### Routed clock nets over the placement, run 1

Scale bar: 20 µm.
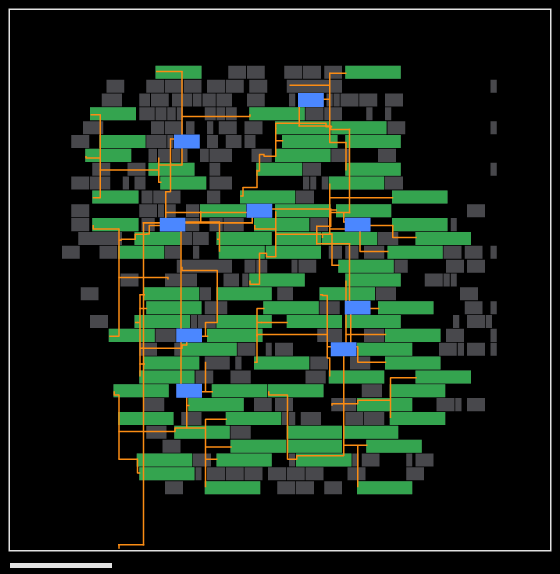
### Placed cells, one colour a class, run 1

Scale bar: 20 µm.
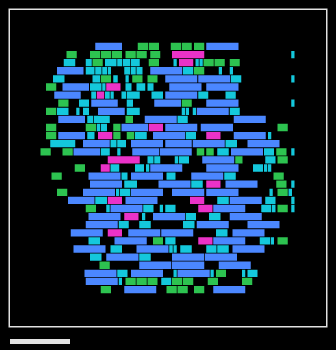
### Sequential cells grouped by signal name, run 1

Scale bar: 20 µm. Other sequential cells in the stronger grey, the rest of the logic in the fainter grey.
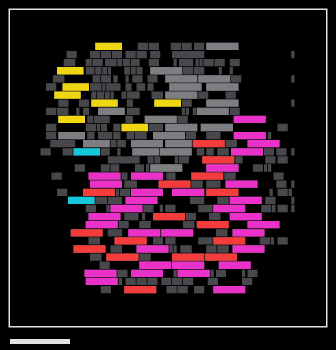
### Selected gate families, run 1

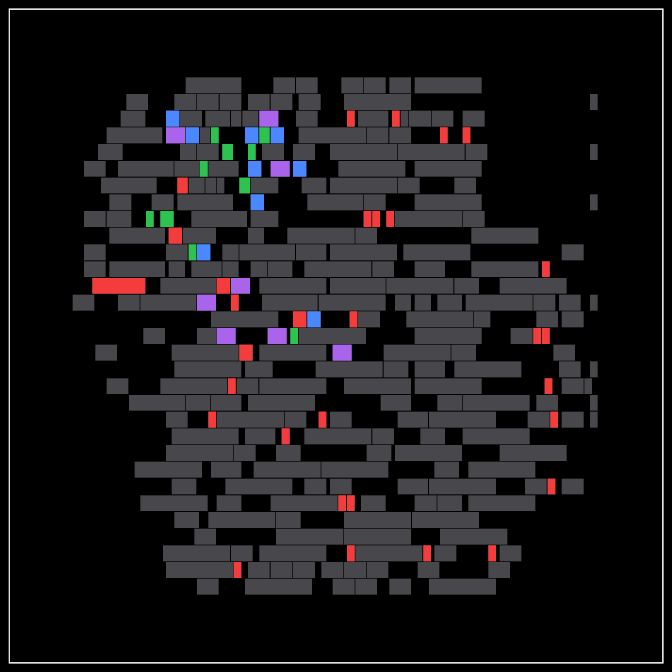
## src/rtl/instruction_fetch.sv

```systemverilog
// Instruction fetch stage: captures a PC, bursts WORDS bytes from the memory
// controller, and queues {PC, instruction} pairs for the pipeline.
module instruction_fetch #(
    parameter int ADDR_WIDTH = 8,
    parameter int DATA_WIDTH = 8,
    parameter int WORDS      = 2,
    parameter int DEPTH      = 2
) (
    input  logic                          clk,
    input  logic                          reset,
    input  logic                          in_DIR,
    input  logic [ADDR_WIDTH-1:0]         addr_in,
    output logic                          in_ack,
    output logic                          mem_en,
    output logic                          mem_burst_en,
    output logic [ADDR_WIDTH-1:0]         mem_addr,
    output logic [DATA_WIDTH-1:0]         mem_di,
    input  logic                          mem_do_ack,
    input  logic [DATA_WIDTH-1:0]         mem_do,
    output logic                          out_DOR,
    input  logic                          out_ack,
    output logic [WORDS*DATA_WIDTH-1:0]   insn_out,
    output logic [ADDR_WIDTH-1:0]         pc_out
);
    localparam int INSN_W = WORDS * DATA_WIDTH;
    localparam int IDX_W  = (WORDS > 1) ? $clog2(WORDS) : 1;
    localparam int PTR_W  = $clog2(DEPTH);
    localparam int CNT_W  = PTR_W + 1;
    localparam logic [IDX_W-1:0] LAST_IDX = IDX_W'(WORDS - 1);
    localparam logic [CNT_W-1:0] FULL_CNT = CNT_W'(DEPTH);

    typedef enum logic {IDLE, READ} state_t;
    state_t state, state_next;

    logic [ADDR_WIDTH-1:0] base;
    logic [IDX_W-1:0]      idx;
    logic                  in_ack_q;
    logic [INSN_W-1:0]     lanes;
    logic [INSN_W-1:0]     assembled;
    logic [INSN_W-1:0]     insn_mem [DEPTH];
    logic [ADDR_WIDTH-1:0] pc_mem   [DEPTH];
    logic [PTR_W-1:0]      wr_ptr, rd_ptr;
    logic [CNT_W-1:0]      count;
    logic                  capture, beat, last_beat, push, pop;

    always_ff @(posedge clk or negedge reset) begin
        if (!reset) state <= IDLE;
        else        state <= state_next;
    end

    always_comb begin
        state_next   = state;
        capture      = 1'b0;
        beat         = 1'b0;
        last_beat    = 1'b0;
        mem_en       = 1'b0;
        mem_burst_en = 1'b0;
        mem_addr     = '0;
        case (state)
            IDLE: begin
                // Only accept while a FIFO slot is guaranteed for the result.
                if (in_DIR && !in_ack_q && (count < FULL_CNT)) begin
                    capture    = 1'b1;
                    state_next = READ;
                end
            end
            READ: begin
                mem_en       = 1'b1;
                mem_burst_en = (WORDS > 1);
                mem_addr     = base + ADDR_WIDTH'(idx);
                beat         = mem_do_ack;
                last_beat    = mem_do_ack && (idx == LAST_IDX);
                if (last_beat) state_next = IDLE;
            end
        endcase
    end

    always_ff @(posedge clk or negedge reset) begin
        if (!reset) begin
            in_ack_q <= 1'b0;
            base     <= '0;
            idx      <= '0;
        end else begin
            in_ack_q <= capture;
            if (capture) begin
                base <= addr_in;
                idx  <= '0;
            end else if (beat) begin
                idx <= idx + IDX_W'(1);
            end
        end
    end

    // Merge the arriving byte into its lane so the last beat can push directly.
    always_comb begin
        assembled = lanes;
        for (int i = 0; i < WORDS; i++) begin
            if (idx == IDX_W'(i)) assembled[i*DATA_WIDTH +: DATA_WIDTH] = mem_do;
        end
    end

    always_ff @(posedge clk) begin
        if (beat) lanes <= assembled;
    end

    assign push = last_beat;
    assign pop  = out_ack && (count != '0);

    always_ff @(posedge clk) begin
        if (push) begin
            insn_mem[wr_ptr] <= assembled;
            pc_mem[wr_ptr]   <= base;
        end
    end

    always_ff @(posedge clk or negedge reset) begin
        if (!reset) begin
            wr_ptr <= '0;
            rd_ptr <= '0;
            count  <= '0;
        end else begin
            if (push) wr_ptr <= wr_ptr + PTR_W'(1);
            if (pop)  rd_ptr <= rd_ptr + PTR_W'(1);
            case ({push, pop})
                2'b10:   count <= count + CNT_W'(1);
                2'b01:   count <= count - CNT_W'(1);
                default: count <= count;
            endcase
        end
    end

    assign in_ack   = in_ack_q;
    assign mem_di   = '0;
    assign out_DOR  = (count != '0);
    // Head is masked while empty so reset shows zeros without clearing storage.
    assign insn_out = out_DOR ? insn_mem[rd_ptr] : '0;
    assign pc_out   = out_DOR ? pc_mem[rd_ptr]   : '0;
endmodule

```

## config.mk

```make
export PLATFORM = sky130hd
export DESIGN_NAME = instruction_fetch
export DESIGN_NICKNAME = d
export VERILOG_FILES = /design/src/rtl/instruction_fetch.sv
export SDC_FILE = /design/constraint.sdc
export NUM_CORES = 1
export LEC_CHECK = 0
export ABC_AREA = 0
export CORE_MARGIN = 10
export CORE_UTILIZATION = 45
export DETAILED_ROUTE_END_ITERATION = 7
export PLACE_DENSITY = 0.73
export SETUP_SLACK_MARGIN = 0.4
export SLEW_MARGIN = 20
export SYNTH_ARGS = -nofsm -noshare
export SYNTH_HDL_FRONTEND = slang
export SYNTH_SLANG_ARGS = --single-unit
```

## constraint.sdc

```tcl
create_clock -name clk -period 4.25 [get_ports clk]
set_clock_uncertainty 0.1 [all_clocks]
set_input_delay 0.6375 -clock clk [delete_from_list [all_inputs] [get_ports clk]]
set_output_delay 0.6375 -clock clk [all_outputs]
set_load 0.05 [all_outputs]
```

==> impl_metrics.env, run 1 <==
# physical design summary
export IMPL_ys_sh_xor_pct=2.10
export IMPL_fin_area_um2=4230
export IMPL_numClockSinks=79
export IMPL_comb_area_um2=947
export IMPL_power_density_nw_per_um2=853
export IMPL_switching_share_pct=41.9
export IMPL_postSynthAreaPerCell_um2=15.4
export IMPL_io_buffers=56
export IMPL_cts_buffers=9
export IMPL_status="finished clean"
export IMPL_logic_gates=124
export IMPL_worstPathRequired_ps=3510
export IMPL_bufAreaShareNonClock_pct=14.5
export IMPL_criticalPathCategory="flop to primary output"
export IMPL_grt_usage_pct=11.5
export IMPL_antenna_found_initial=0
export IMPL_n_antenna_cell=0
export IMPL_clockBufferDepth=2
export IMPL_grt_pass1_wl_um=10100
export IMPL_buffers=63
export IMPL_routed_wire_length_per_instance_um=16.6
export IMPL_die_w_um=106
export IMPL_top_logic_kind="multiplexers"
export IMPL_min_period_over_period_pct=76.7
export IMPL_cp_start_kind="flop"
export IMPL_setup_viol=0
export IMPL_highest_layer="met4"
export IMPL_crit_top_cell="ha_1"
## Picture notes: 'Routed clock nets over the placement'
flip-flops: shown in green, count 79. clock drivers: shown in blue, count 9. clock wires: shown in orange, length 907 µm.
There are 10 routed clock nets.
Latency at later pin: 340 ps
power share of the clock group: 17.8%

## Picture notes: 'Placed cells, one colour a class'
sequential cells: shown in blue, cells 79, share of their area 56%. clock drivers and dummy loads: shown in magenta, cells 16, share of their area 5.9%. combinational and other logic: shown in cyan, cells 126, share of their area 23%. remaining buffers and delay cells: shown in green, cells 63, share of their area 15%.
Rows: 31
Placeable Area: 7210 µm²

## Picture notes: 'Sequential cells grouped by signal name'
lanes: shown in red, sequential cells 16. count: shown in cyan, sequential cells 2. insn_mem: shown in magenta, sequential cells 32. base: shown in yellow, sequential cells 8, where north-west.
Another 21 sequential cells are not coloured.
final core utilization: 58.6%
sequential portion of the cell area: 54.3%
Register Area: 2300 µm²
Power Sequential: 1.24 mW

## Picture notes: 'Selected gate families'
nor cells: shown in red, cells 31. and/or cells: shown in blue, cells 9. nand cells: shown in green, cells 10. xor and xnor cells: shown in purple, cells 8.
non-filler cells, final: 383
multi-input combinational area share: 22.4%
Top cell excl fill/tap: edfxtp_1

[run 1: worst paths after layout]
path | startpoint | end | slack, ps | cells past startpoint
worst min-delay path | base[0] | pc_mem[1][0] | 400 | 0
max in group asynchronous | reset | state | 2950 | 1
worst max-delay path | base[0] | mem_addr[6] | 990 | 6
worst max register to register | state | insn_mem[0][0] | 1860 | 5
min in group asynchronous | reset | rd_ptr | 630 | 1
worst min register to register | base[0] | pc_mem[1][0] | 400 | 0
[run 1: logic make-up after synthesis]
| kind of cell | count (synthesis) |
|---|---|
| AND-OR/OR-AND | 6 |
| XOR/XNOR | 8 |
| adder cells (fa/ha/maj) | 3 |
| buffers and inverters | 20 |
| flip-flops | 79 |
| multiplexers | 49 |
| other | 1 |
| AND/OR/NAND/NOR | 50 |
==> inputs of run 2 (changes only) <==
==> constraint.sdc (replaced) <==
create_clock -name clk -period 3.3 [get_ports clk]
set_clock_uncertainty 0.1 [all_clocks]
set_input_delay 0.495 -clock clk [delete_from_list [all_inputs] [get_ports clk]]
set_output_delay 0.495 -clock clk [all_outputs]
set_load 0.05 [all_outputs]
### Routed clock nets over the placement, run 2

Scale bar: 20 µm.
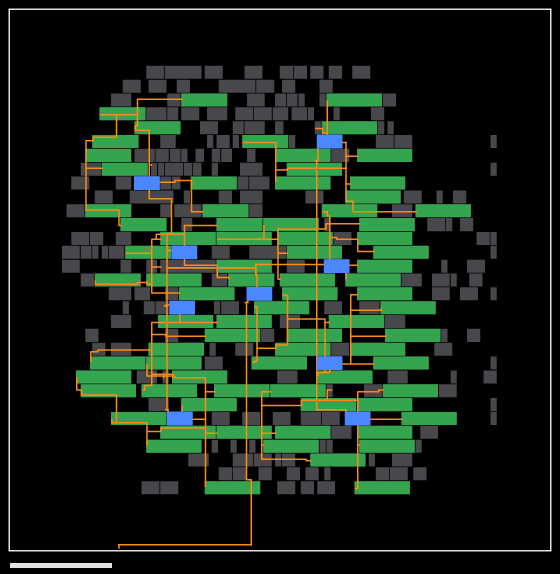
clock wires: shown in orange, length 871 µm. clock drivers: shown in blue, count 9. flip-flops: shown in green, count 79.
There are 10 routed clock nets.
clk pwr: 0.662 mW
Latency at later pin: 330 ps
power share of the clock group: 14.9%

==> impl_metrics.env, run 2 <==
# physical design summary
export IMPL_buffers=62
export IMPL_routed_wire_length_per_instance_um=16.7
export IMPL_n_antenna_cell=0
export IMPL_seq_area_share_pct=55.7
export IMPL_ff_latch_area_um2=2300
export IMPL_bufAreaShareNonClock_pct=13.8
export IMPL_power_density_nw_per_um2=1080
export IMPL_comb_area_um2=947
export IMPL_holdWs_ps=403
export IMPL_worstPathRequired_ps=2700
export IMPL_logic_gates=124
export IMPL_io_buffers=56
export IMPL_stdcell_count=382
export IMPL_highest_layer="met4"
export IMPL_crit_top_cell="ha_1"
export IMPL_status="finished clean"
export IMPL_grt_usage_pct=11.6
export IMPL_fin_area_um2=4120
export IMPL_die_w_um=106
export IMPL_cts_buffers=9
export IMPL_grt_pass1_wl_um=10200
export IMPL_criticalPathCategory="flop to primary output"
export IMPL_utilization_pct=57.2
export IMPL_compound_area_share_pct=1.13
export IMPL_sh_comb_area_pct=23.0
export IMPL_postSynthAreaPerCell_um2=15.4
export IMPL_ys_sh_xor_pct=2.10
export IMPL_top_logic_kind="multiplexers"
export IMPL_min_period_over_period_pct=83.3
export IMPL_numClockSinks=79
export IMPL_lay_top_count="edfxtp_1"
export IMPL_netlist_instances=216
export IMPL_setup_viol=0
export IMPL_core_um2=7210
export IMPL_rows=31
export IMPL_cp_start_kind="flop"
export IMPL_critPathSlowestCell="clkdlybuf4s50_1"
export IMPL_antenna_found_initial=0
export IMPL_ys_cells=216
export IMPL_synthToLayoutAreaGrowth_pct=23.7
==> run 2: cell counts after synthesis <==
No cell type changed its count.
==> run 2: path summary, 6_finish.rpt <==
check	cells after the start	slack [ps]	endpoint	from
max	4	550	mem_addr[1]	base[0]
min	0	400	pc_mem[1][0]	base[0]
max reg2reg	4	1160	pc_mem[0][4]	state
min reg2reg	0	400	pc_mem[1][0]	base[0]
max in group asynchronous	1	2190	count[0]	reset
min in group asynchronous	1	470	base[4]	reset
==> run 2: logic make-up after synthesis <==
kind of cell               Yosys count
other                                1
AOI/OAI and AO/OA                    6
and+or+nand+nor                     50
xor gates and xnor gates             8
muxes                               49
DFF                                 79
buffers and inverters               20
adders and majority gates            3
==> run 2: power breakdown <==
part,internal [mW],switching (mW)
sequential,1.40,0.179
combinational,0.765,1.43
clock,0.343,0.320
No activity file was given, so power comes from the tool's default toggle rates.
